pdn.png
Bar = 20 um. Pins as bars on the die edge. Tap cells in gray.
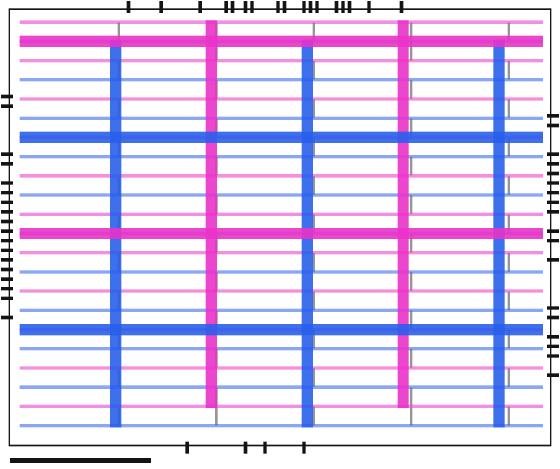
port_nets.png
Bar = 20 um.
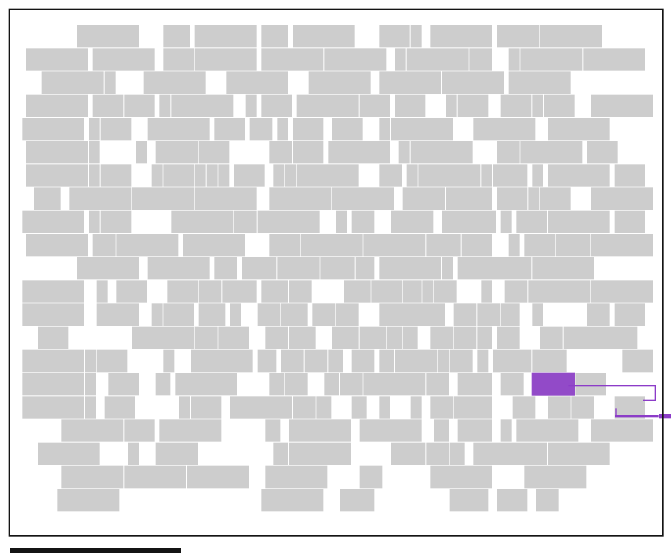
final_placement.png
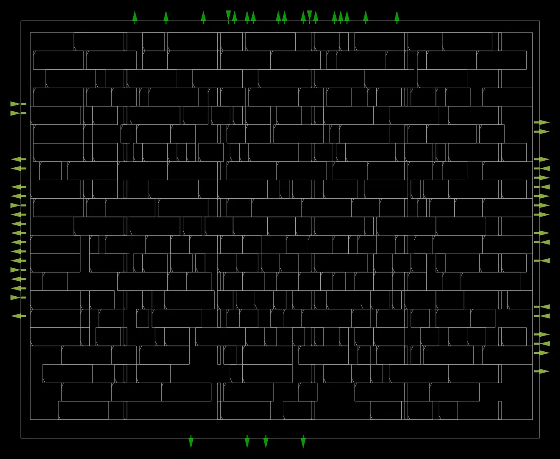
--- src/rtl/uart_cmd_decoder.sv ---
// uart_cmd_decoder: assembles UART receive bytes into command frames and
// issues each decoded frame as one command beat under a valid/ready handshake.
// Bad bytes (line errors, unknown opcodes, overruns) are dropped and reported
// on err_pulse/err_code.
// Optional build macro: CMD_TIMEOUT_EN enables the inter-byte timeout that
// abandons a partial frame after TIMEOUT_CYC idle cycles in a payload state.
module uart_cmd_decoder #(
  parameter int DATA_W      = 8,
  parameter int TIMEOUT_CYC = 4096
) (
  input  logic              CLK,
  input  logic              RST,
  input  logic [DATA_W-1:0] rx_data,
  input  logic              rx_valid,
  input  logic              rx_par_err,
  input  logic              rx_frame_err,
  output logic              cmd_valid,
  input  logic              cmd_ready,
  output logic [1:0]        cmd_type,
  output logic [DATA_W-1:0] cmd_addr,
  output logic [DATA_W-1:0] cmd_wdata,
  output logic [DATA_W-1:0] cmd_opa,
  output logic [DATA_W-1:0] cmd_opb,
  output logic [3:0]        cmd_fun,
  output logic              err_pulse,
  output logic [2:0]        err_code
);

  typedef enum logic [3:0] {
    IDLE,
    WR_ADDR,
    WR_DATA,
    RD_ADDR,
    ALU_A,
    ALU_B,
    ALU_FUN,
    NOOP_FUN,
    ISSUE
  } state_e;

  localparam logic [1:0] TypeRfWr   = 2'd0;
  localparam logic [1:0] TypeRfRd   = 2'd1;
  localparam logic [1:0] TypeAluOps = 2'd2;
  localparam logic [1:0] TypeAluNop = 2'd3;

  localparam logic [2:0] ErrLine    = 3'd1;
  localparam logic [2:0] ErrOpcode  = 3'd2;
  localparam logic [2:0] ErrOverrun = 3'd3;

  state_e              state_q, state_d;
  logic [1:0]          type_q, type_d;
  logic [DATA_W-1:0]   addr_q, addr_d;
  logic [DATA_W-1:0]   wdata_q, wdata_d;
  logic [DATA_W-1:0]   opa_q, opa_d;
  logic [DATA_W-1:0]   opb_q, opb_d;
  logic [3:0]          fun_q, fun_d;
  logic                errPulse_q, errPulse_d;
  logic [2:0]          errCode_q, errCode_d;
  logic                lineErr;

  assign lineErr = rx_par_err | rx_frame_err;

`ifdef CMD_TIMEOUT_EN
  localparam int CntW = $clog2(TIMEOUT_CYC + 1);
  localparam logic [2:0] ErrTimeout = 3'd4;

  logic [CntW-1:0] cnt_q, cnt_d;
  logic            inPayload;

  assign inPayload = (state_q != IDLE) && (state_q != ISSUE);
`else
  localparam int unused_timeout_cyc = TIMEOUT_CYC;
`endif

  // Register the FSM state, the frame payload and the error reporting outputs
  always_ff @(posedge CLK) begin
    if (RST) begin
      state_q    <= IDLE;
      type_q     <= '0;
      addr_q     <= '0;
      wdata_q    <= '0;
      opa_q      <= '0;
      opb_q      <= '0;
      fun_q      <= '0;
      errPulse_q <= 1'b0;
      errCode_q  <= '0;
    end else begin
      state_q    <= state_d;
      type_q     <= type_d;
      addr_q     <= addr_d;
      wdata_q    <= wdata_d;
      opa_q      <= opa_d;
      opb_q      <= opb_d;
      fun_q      <= fun_d;
      errPulse_q <= errPulse_d;
      errCode_q  <= errCode_d;
    end
  end

`ifdef CMD_TIMEOUT_EN
  // Inter-byte idle counter, only advancing while a frame is partially received
  always_ff @(posedge CLK) begin
    if (RST) begin
      cnt_q <= '0;
    end else begin
      cnt_q <= cnt_d;
    end
  end
`endif

  // Decode the byte stream: opcode dispatch, payload capture, issue handshake
  // and selection of the single error reported this cycle
  always_comb begin
    state_d    = state_q;
    type_d     = type_q;
    addr_d     = addr_q;
    wdata_d    = wdata_q;
    opa_d      = opa_q;
    opb_d      = opb_q;
    fun_d      = fun_q;
    errPulse_d = 1'b0;
    errCode_d  = '0;
`ifdef CMD_TIMEOUT_EN
    cnt_d      = '0;
`endif

    case (state_q)
      IDLE: begin
        if (rx_valid) begin
          if (lineErr) begin
            errPulse_d = 1'b1;
            errCode_d  = ErrLine;
          end else if (rx_data == DATA_W'(8'hAA)) begin
            type_d  = TypeRfWr;
            state_d = WR_ADDR;
          end else if (rx_data == DATA_W'(8'hBB)) begin
            type_d  = TypeRfRd;
            state_d = RD_ADDR;
          end else if (rx_data == DATA_W'(8'hCC)) begin
            type_d  = TypeAluOps;
            state_d = ALU_A;
          end else if (rx_data == DATA_W'(8'hDD)) begin
            type_d  = TypeAluNop;
            state_d = NOOP_FUN;
          end else begin
            errPulse_d = 1'b1;
            errCode_d  = ErrOpcode;
          end
        end
      end

      ISSUE: begin
        if (cmd_ready) begin
          state_d = IDLE;
        end
        if (rx_valid) begin
          errPulse_d = 1'b1;
          errCode_d  = ErrOverrun;
        end
      end

      default: begin
        if (rx_valid) begin
          if (lineErr) begin
            state_d    = IDLE;
            errPulse_d = 1'b1;
            errCode_d  = ErrLine;
          end else begin
            case (state_q)
              WR_ADDR: begin
                addr_d  = rx_data;
                state_d = WR_DATA;
              end
              WR_DATA: begin
                wdata_d = rx_data;
                state_d = ISSUE;
              end
              RD_ADDR: begin
                addr_d  = rx_data;
                state_d = ISSUE;
              end
              ALU_A: begin
                opa_d   = rx_data;
                state_d = ALU_B;
              end
              ALU_B: begin
                opb_d   = rx_data;
                state_d = ALU_FUN;
              end
              ALU_FUN: begin
                fun_d   = rx_data[3:0];
                state_d = ISSUE;
              end
              NOOP_FUN: begin
                fun_d   = rx_data[3:0];
                state_d = ISSUE;
              end
              default: begin
                state_d = IDLE;
              end
            endcase
          end
        end
      end
    endcase

`ifdef CMD_TIMEOUT_EN
    // A received byte always beats an expiring counter in the same cycle
    if (inPayload && !rx_valid) begin
      if (cnt_q == CntW'(TIMEOUT_CYC - 1)) begin
        state_d    = IDLE;
        errPulse_d = 1'b1;
        errCode_d  = ErrTimeout;
      end else begin
        cnt_d = cnt_q + 1'b1;
      end
    end
`endif
  end

  assign cmd_valid = (state_q == ISSUE);
  assign cmd_type  = type_q;
  assign cmd_addr  = addr_q;
  assign cmd_wdata = wdata_q;
  assign cmd_opa   = opa_q;
  assign cmd_opb   = opb_q;
  assign cmd_fun   = fun_q;
  assign err_pulse = errPulse_q;
  assign err_code  = errCode_q;

endmodule

--- config.mk ---
export PLATFORM = sky130hd
export DESIGN_NAME = uart_cmd_decoder
export DESIGN_NICKNAME = d
export VERILOG_FILES = /design/src/rtl/uart_cmd_decoder.sv
export SDC_FILE = /design/constraint.sdc
export NUM_CORES = 1
export LEC_CHECK = 0
export CORE_ASPECT_RATIO = 0.8
export CORE_UTILIZATION = 41
export DETAILED_ROUTE_END_ITERATION = 10
export GPL_ROUTABILITY_DRIVEN = 0
export PLACE_DENSITY = 0.75
export SETUP_SLACK_MARGIN = 0.2
export SLEW_MARGIN = 30
export SYNTH_ARGS = -nofsm -noshare
export SYNTH_HDL_FRONTEND = slang
export SYNTH_SLANG_ARGS = --single-unit
--- constraint.sdc ---
create_clock -name CLK -period 1.5 [get_ports CLK]
set_input_delay 0.15 -clock CLK [delete_from_list [all_inputs] [get_ports CLK]]
set_output_delay 0.15 -clock CLK [all_outputs]
set_load 0.1 [all_outputs]
==> impl_metrics.toml <==
# flow metrics
[critical_path]
crit_family = "simple AND/OR/NAND/NOR gates"
critPathKind = "flip-flop to flip-flop"
r2r_cells = 6
cp-startpoint = "state_q[1]"
critPathSlowestCell = "dfxtp_2"
path_depth = 6
path_cells = "nor4_2 -> buf_4 -> and4b_1 -> buf_12 -> mux2i_2 -> nor2_1"
worst-path-buf-inv = 2
crit_end = "cmd_opa[3]"
cpPeakStageDelay_ns = 0.35
arrival_ns = 1.74
rr_startpoint = "state_q[1]"
endpoint_kind = "flip-flop"
critPathLaunchType = "flip-flop"
timing.rr.end = "cmd_opa[3]"
cp.required_ns = 1.68
worst-path-max-fanout = 8

[timing]
max_freq_ghz = 0.639
rsz0062_at_grt = "true"
hold_ws_ns = 0.387
clock_skew_ns = 0.00771
setup_viol = 12
slew_violations = 0
setup_slack_ns = -0.0654
finalCritPeriodShare = 1.04
tns_ns = -0.329
finalHoldViolations = 0

[power]
total_power_w = 0.00215
swShare = 0.245
p_leak_nw = 1.48
p_int_w = 0.00162
p_sw_w = 0.000526
combPwrFrac = 0.107
power_leader = "sequential cells"
p_comb_w = 0.000229
p_clk_w = 0.000718
power.density_mw_per_mm2 = 646
sequentialPowerShare = 0.559
clock_power_share = 0.335

[cells_and_area]
num-nonclk-inverters = 1
drive_gt1_frac = 0.395
logic_area_um2 = 933
antenna_cells = 0
n_clock_buffer = 6
flop-count = 45
seq_area_um2 = 906
comb_share = 0.281
stdcell_count = 333
seq_share = 0.273
area_growth_pct = 82.7
nMultiInputCombCells = 125
fin_area_mm2 = 0.00332
fin_nets = 289
buffers = 97
dominant_cells = "non-clock buffers"
lay_top_cells = "43 x dfxtp_1, 43 x buf_12, 42 x nor2_1, 34 x buf_4, 33 x mux2i_1"
buf_share = 0.399

[yosys]
synth_stat.cells = 184
synth.top_cell.area_share = 0.496
synthAoiAreaFrac = 0.0709
netlist_logic_family_top = "multiplexers"
xor_area_frac = 0.00482
synth-simple-area-share = 0.191
syn-cell-area_mm2 = 0.00182
async_flop_share = 0
yosys.area.top_type = "dfxtp_1"
synthCells = 184
synth_flops = 45
yosysChipArea_mm2 = 0.00182
adder_share = 0
ys.flop_type = "dfxtp_1"
synth_cell_types = 34
ys_seq_share = 0.496
top_cell = "dfxtp_1"
edf_count = 0
syn_area_per_cell_um2 = 9.88
area_leaders = "dfxtp_1 50%, mux2i_1 20%, nor2_1 8.7%"
synth.mux.area_fraction = 0.204
top_cells_by_count = "45 x dfxtp_1, 42 x nor2_1, 37 x mux2i_1"
yosys_warnings = 0
floorplan.nets = 198

[routing]
first_pass_iters = 4
viasPerCell = 5.08
drtAntennaViolNets = 0
via_count = 1693
met3_length_um = 314
drc = 0
top_layer = "met4"
routedWlPerCell_um = 15.5
wl_met1_um = 2310
wl_met2_um = 2490

[grt]
grt_usage = 0.228
met2_usage = 0.399
grt-ovfl-total = 0
grt_pass1_wl_um = 8080
grt_max_degree = 42
grt_busiest_layer = "met2"
antenna_found_initial = 0
first_global_vias = 1609
use_met1 = 0.270
gr-usage-met3 = 0.0756

[run]
tool_warnings = 29
maxCapViolations = 0

[floorplanning]
nWellTaps = 57
fp_util = 0.430
std_cell_rows = 21
chip_area_mm2 = 0.00471

[status]
violations = "negative setup slack"
status = "complete, but fails checks"

[clocking]
cts_tree = "built"
cts_sinks = 45
numCtsBuffers = 5
insertion_delay_ns = 0.30
cts_resized = 24
ctsHoldBuffers = 0
ctsRootBufferMaster = "clkbuf_8"
clkSlewWorstSetupHoldPaths_ns = 0.08
clockBufferDepth = 2
postCtsSetupBuffers = 3
htree_levels = 2

[place]
dp_hpwl_um = 3670
dp_slack_ns = -0.390
place_inst = 320
place_area_mm2 = 0.00310

[worst_hold_path]
hold-path-endpoint = "cmd_addr[6]"
hold_path.startpoint = "rx_data[6]"
holdPathStages = 4
min-delay-path-class = "primary input to flip-flop"
-- pdn.png (at the start) --
Blue is VSS. Magenta is VDD.
4 straps on met5. 57 tap cells. 5 straps on met4.
chip width: 76.5 um
Core ar.: 0.00423 mm2
VDD IR max: 0.562 mV
Die Y: 61.6 um

-- port_nets.png (at the start) --
Purple is `cmd_ready`, bits 1, direction input, end cells 1, buffers 1, wire 18.9 um.
I/O pin cnt: 57
Port Buffers: 55

-- final_placement.png (at the start) --
Fillers: 270
Finished Core Util: 0.785

